==> images/io_placement.png <==
Pins as bars across the die edge, other pins in grey.
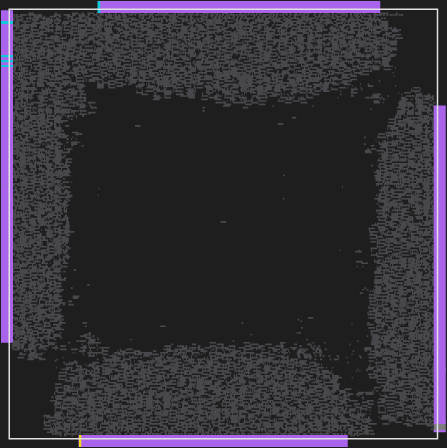
==> images/clocks.png <==
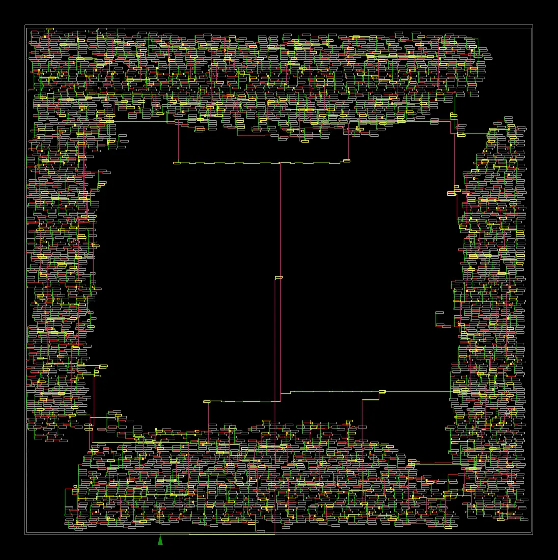
==> images/layer_met4.png <==
The bar under the picture is 200 um long.
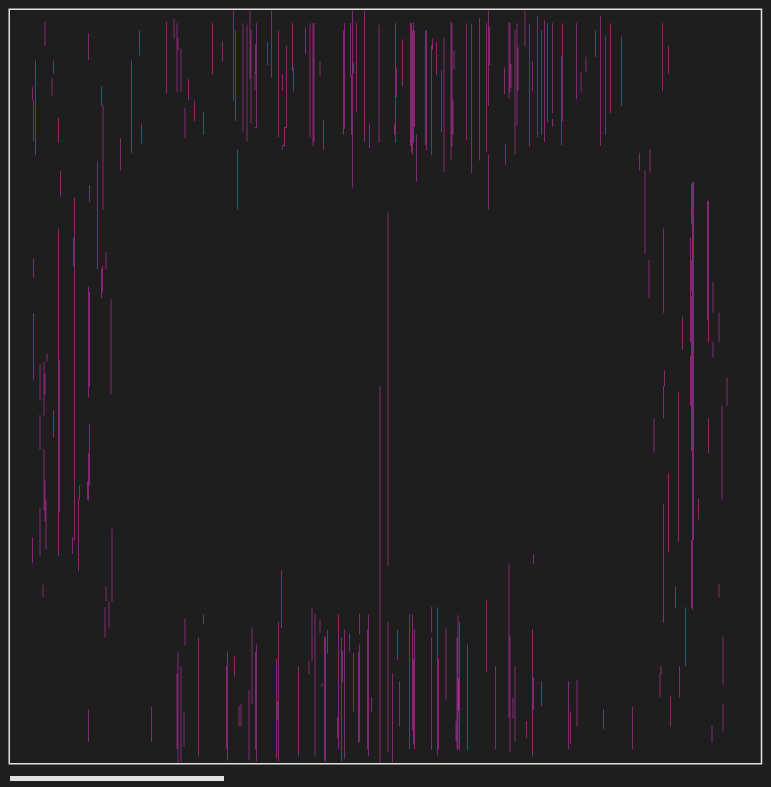
==> images/clk_routes.png <==
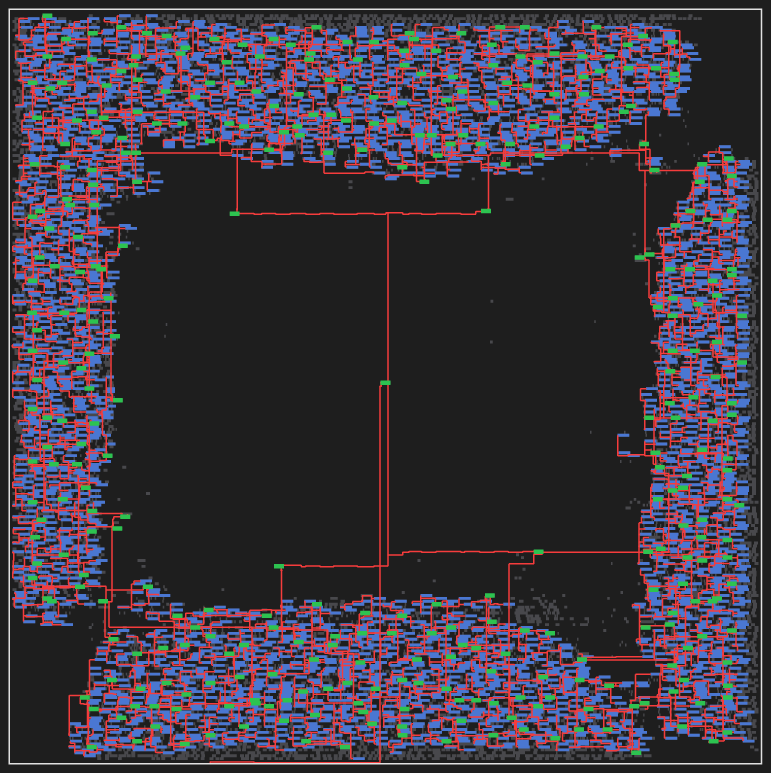
**src/rtl/delay_cfg_pkg.sv**
```systemverilog
// rtl/delay_cfg_pkg.sv - shared types and constants for the delay configuration controller
package delay_cfg_pkg;

  localparam int DELAY_W              = 7;
  localparam int ULTRASOUND_CNT_CYCLE = 512;

  typedef logic [DELAY_W-1:0] delay_t;

  typedef enum logic [1:0] {
    IDLE,
    WAIT_SYNC,
    FLUSH
  } state_t;

endpackage

```
**src/rtl/delay_table.sv**
```systemverilog
// rtl/delay_table.sv - shadow/active delay tables with write port, apply strobe and packed output
// Optional DELAY_SAT_EN clamps written values to MAX_DELAY.
module delay_table #(
  parameter int TRANS_NUM = 249,
  parameter int DELAY_W   = 7
`ifdef DELAY_SAT_EN
  ,
  parameter int MAX_DELAY = 127
`endif
) (
  input  logic                         clk,
  input  logic                         rst,
  input  logic                         we,
  input  logic [7:0]                   waddr,
  input  logic [DELAY_W-1:0]           wdata,
  input  logic                         apply,
  output logic [TRANS_NUM*DELAY_W-1:0] delay
);
  import delay_cfg_pkg::*;

  localparam logic [8:0] ADDR_LIM = 9'(TRANS_NUM);

  logic [DELAY_W-1:0] shadow [TRANS_NUM];
  logic [DELAY_W-1:0] active [TRANS_NUM];
  logic [DELAY_W-1:0] wdata_eff;
  logic               in_range;

  assign in_range = ({1'b0, waddr} < ADDR_LIM);

`ifdef DELAY_SAT_EN
  localparam logic [DELAY_W-1:0] SAT_VALUE = DELAY_W'(MAX_DELAY);
  assign wdata_eff = (wdata > SAT_VALUE) ? SAT_VALUE : wdata;
`else
  assign wdata_eff = wdata;
`endif

  // Apply copies the pre-edge shadow, so a write on the apply edge waits for the next commit.
  always_ff @(posedge clk) begin
    if (rst) begin
      for (int i = 0; i < TRANS_NUM; i++) begin
        shadow[i] <= '0;
        active[i] <= '0;
      end
    end else begin
      if (we && in_range) begin
        shadow[waddr] <= wdata_eff;
      end
      if (apply) begin
        for (int i = 0; i < TRANS_NUM; i++) begin
          active[i] <= shadow[i];
        end
      end
    end
  end

  for (genvar g = 0; g < TRANS_NUM; g++) begin : g_pack
    assign delay[g*DELAY_W +: DELAY_W] = active[g];
  end

endmodule

```
**src/rtl/delay_cfg_ctrl.sv**
```systemverilog
// rtl/delay_cfg_ctrl.sv - sequences delay table commits onto ultrasound-cycle boundaries
// Optional DELAY_SAT_EN enables write saturation to MAX_DELAY.
module delay_cfg_ctrl #(
  parameter int TRANS_NUM = 249,
  parameter int DELAY_W   = 7
`ifdef DELAY_SAT_EN
  ,
  parameter int MAX_DELAY = 127
`endif
) (
  input  logic                         CLK,
  input  logic                         RST,
  input  logic                         UPDATE,
  input  logic                         WE,
  input  logic [7:0]                   WADDR,
  input  logic [DELAY_W-1:0]           WDATA,
  input  logic                         COMMIT,
  output logic [TRANS_NUM*DELAY_W-1:0] DELAY,
  output logic                         DELAY_RST,
  output logic                         BUSY,
  output logic [7:0]                   COMMIT_CNT
);
  import delay_cfg_pkg::*;

  state_t     state, state_nxt;
  logic       pending, pending_nxt;
  logic       busy, busy_nxt;
  logic       delay_rst, delay_rst_nxt;
  logic [7:0] commit_cnt, commit_cnt_nxt;
  logic       apply;

  delay_table #(
    .TRANS_NUM (TRANS_NUM),
    .DELAY_W   (DELAY_W)
`ifdef DELAY_SAT_EN
    ,
    .MAX_DELAY (MAX_DELAY)
`endif
  ) u_table (
    .clk   (CLK),
    .rst   (RST),
    .we    (WE),
    .waddr (WADDR),
    .wdata (WDATA),
    .apply (apply),
    .delay (DELAY)
  );

  always_ff @(posedge CLK) begin
    if (RST) begin
      state      <= IDLE;
      pending    <= 1'b0;
      busy       <= 1'b0;
      delay_rst  <= 1'b0;
      commit_cnt <= '0;
    end else begin
      state      <= state_nxt;
      pending    <= pending_nxt;
      busy       <= busy_nxt;
      delay_rst  <= delay_rst_nxt;
      commit_cnt <= commit_cnt_nxt;
    end
  end

  always_comb begin
    state_nxt      = state;
    pending_nxt    = pending;
    busy_nxt       = busy;
    delay_rst_nxt  = delay_rst;
    commit_cnt_nxt = commit_cnt;
    apply          = 1'b0;
    case (state)
      IDLE: begin
        // A coincident UPDATE is ignored here; the apply waits a full period.
        if (COMMIT) begin
          state_nxt = WAIT_SYNC;
          busy_nxt  = 1'b1;
        end
      end
      WAIT_SYNC: begin
        if (UPDATE) begin
          apply         = 1'b1;
          delay_rst_nxt = 1'b1;
          state_nxt     = FLUSH;
        end
      end
      FLUSH: begin
        if (COMMIT) begin
          pending_nxt = 1'b1;
        end
        if (UPDATE) begin
          delay_rst_nxt  = 1'b0;
          commit_cnt_nxt = commit_cnt + 8'd1;
          if (pending || COMMIT) begin
            pending_nxt = 1'b0;
            state_nxt   = WAIT_SYNC;
          end else begin
            busy_nxt  = 1'b0;
            state_nxt = IDLE;
          end
        end
      end
      default: state_nxt = IDLE;
    endcase
  end

  assign DELAY_RST  = delay_rst;
  assign BUSY       = busy;
  assign COMMIT_CNT = commit_cnt;

endmodule

```
**config.mk**
```make
export PLATFORM = sky130hd
export DESIGN_NAME = delay_cfg_ctrl
export DESIGN_NICKNAME = d
export VERILOG_FILES = /design/src/rtl/delay_cfg_pkg.sv /design/src/rtl/delay_table.sv /design/src/rtl/delay_cfg_ctrl.sv
export SDC_FILE = /design/constraint.sdc
export NUM_CORES = 2
export LEC_CHECK = 0
export ABC_AREA = 1
export CORE_AREA = 2 2 699 701
export DETAILED_ROUTE_END_ITERATION = 6
export DIE_AREA = 0 0 701 703
export REMOVE_ABC_BUFFERS = 1
export SYNTH_ARGS = -nofsm -noshare
export SYNTH_HDL_FRONTEND = slang
export SYNTH_SLANG_ARGS = --single-unit
```
**constraint.sdc**
```tcl
create_clock -name CLK -period 43.7 [get_ports CLK]
set_input_delay 8.74 -clock CLK [delete_from_list [all_inputs] [get_ports CLK]]
set_output_delay 8.74 -clock CLK [all_outputs]
set_load 0.02 [all_outputs]
```
==> results.rst <==
Implementation results
======================

.. list-table::
   :header-rows: 1

   * - Metric
     - Value
   * - Global-route wire length before repair
     - 583000 um
   * - DRC marker count from the first detailed-route iteration
     - 9498
   * - Tmin final
     - 15.86 ns
   * - GR Layer Usage met3
     - 4.08%
   * - Worst-case register-to-register setup slack
     - 35.88 ns
   * - Number of remaining DRC errors
     - 0
   * - Worst Hold Depth
     - 2
   * - Sequential-cell power consumption
     - 0.00402 W
   * - Cell-by-cell trace of the critical path
     - clkdlybuf4s50_1 > inv_1 > nor3_1 > nand2_4 > buf_4 > buf_4 > buf_4 > buf_4 > buf_4 > buf_4 > buf_4 > nor2_1
   * - Share of total power consumed by net switching
     - 24.4%
   * - Slew @ Worst Pin
     - 1.26 ns
   * - Critical Path Slowest Stage Cell
     - buf_4
   * - Detailed Route WL
     - 431000 um
   * - CTS hold repair buffers
     - 0
   * - Number of non-clock buffers
     - 1913
   * - Number of antenna violations at the first check in global routing
     - 28
   * - PnR Total Power
     - 0.00778 W
   * - Prevailing logic family in the synthesized netlist
     - simple AND/OR/NAND/NOR gates
   * - Total number of nets in the final design
     - 11700
   * - Total standard cell area after synthesis
     - 0.130 mm^2
   * - Number of distinct standard cells referenced by the synthesized netlist
     - 22
   * - AND-OR/OR-AND Cells, Area Fraction
     - 0.0944%
   * - Setup slack of the critical path after layout
     - 27.84 ns
   * - Wire length on met1
     - 163000 um
   * - Cells after DPL
     - 17700
   * - Count of inserted antenna diode cells
     - 16
   * - XORs/XNORs by Area
     - 0.0135%
   * - Standard cell core area
     - 0.485 mm^2
   * - Worst slack at placement
     - 26.89 ns
   * - Critical Path Sink
     - u_table.active[0][609]
   * - Kind of cell adding the most delay to the critical path
     - buffers and inverters
   * - Clock-pin slew of the registers on the worst-case setup and hold paths
     - 0.06 ns
   * - Number of cell instances after yosys synthesis
     - 9869
   * - Average wire per cell in the routed design
     - 23.4 um
   * - Worst R2R Start
     - state[1]
   * - Cell internal pwr
     - 0.00588 W
   * - Met1 global-route usage
     - 20.6%
   * - Run status
     - finished clean
   * - Final standard cell area without fillers
     - 0.167 mm^2
   * - Chip Width
     - 701 um
Back to the opening pictures, io_placement.png:
yellow -> UPDATE  # pins 1, direction input, edge bottom
purple -> DELAY  # pins 1743, direction output, edge 500 top, 475 bottom, 385 left, 383 right
cyan -> WDATA  # pins 7, direction input, edge 5 left, 2 top
all pins by edge = 502 top, 478 bottom, 400 left, 393 right

Back to the opening pictures, clocks.png:
total clock buffers created by CTS: 363
flip-flops: 3499
number of clock buffer instances in the layout: 448
clk_skew: 0.0967 ns
clk latency late pin: 0.98 ns

Back to the opening pictures, layer_met4.png:
wire length on this layer = 18000 um
main direction = vertical
share of all routed wire = 4.2%
longest straight run = 352 um

Back to the opening pictures, clk_routes.png:
blue -> flip-flops  # count 3499
red -> clock wires  # length 42.5 mm
green -> clock drivers  # count 363
flops lie = all over the die

Power and IR drop assume default switching activity.
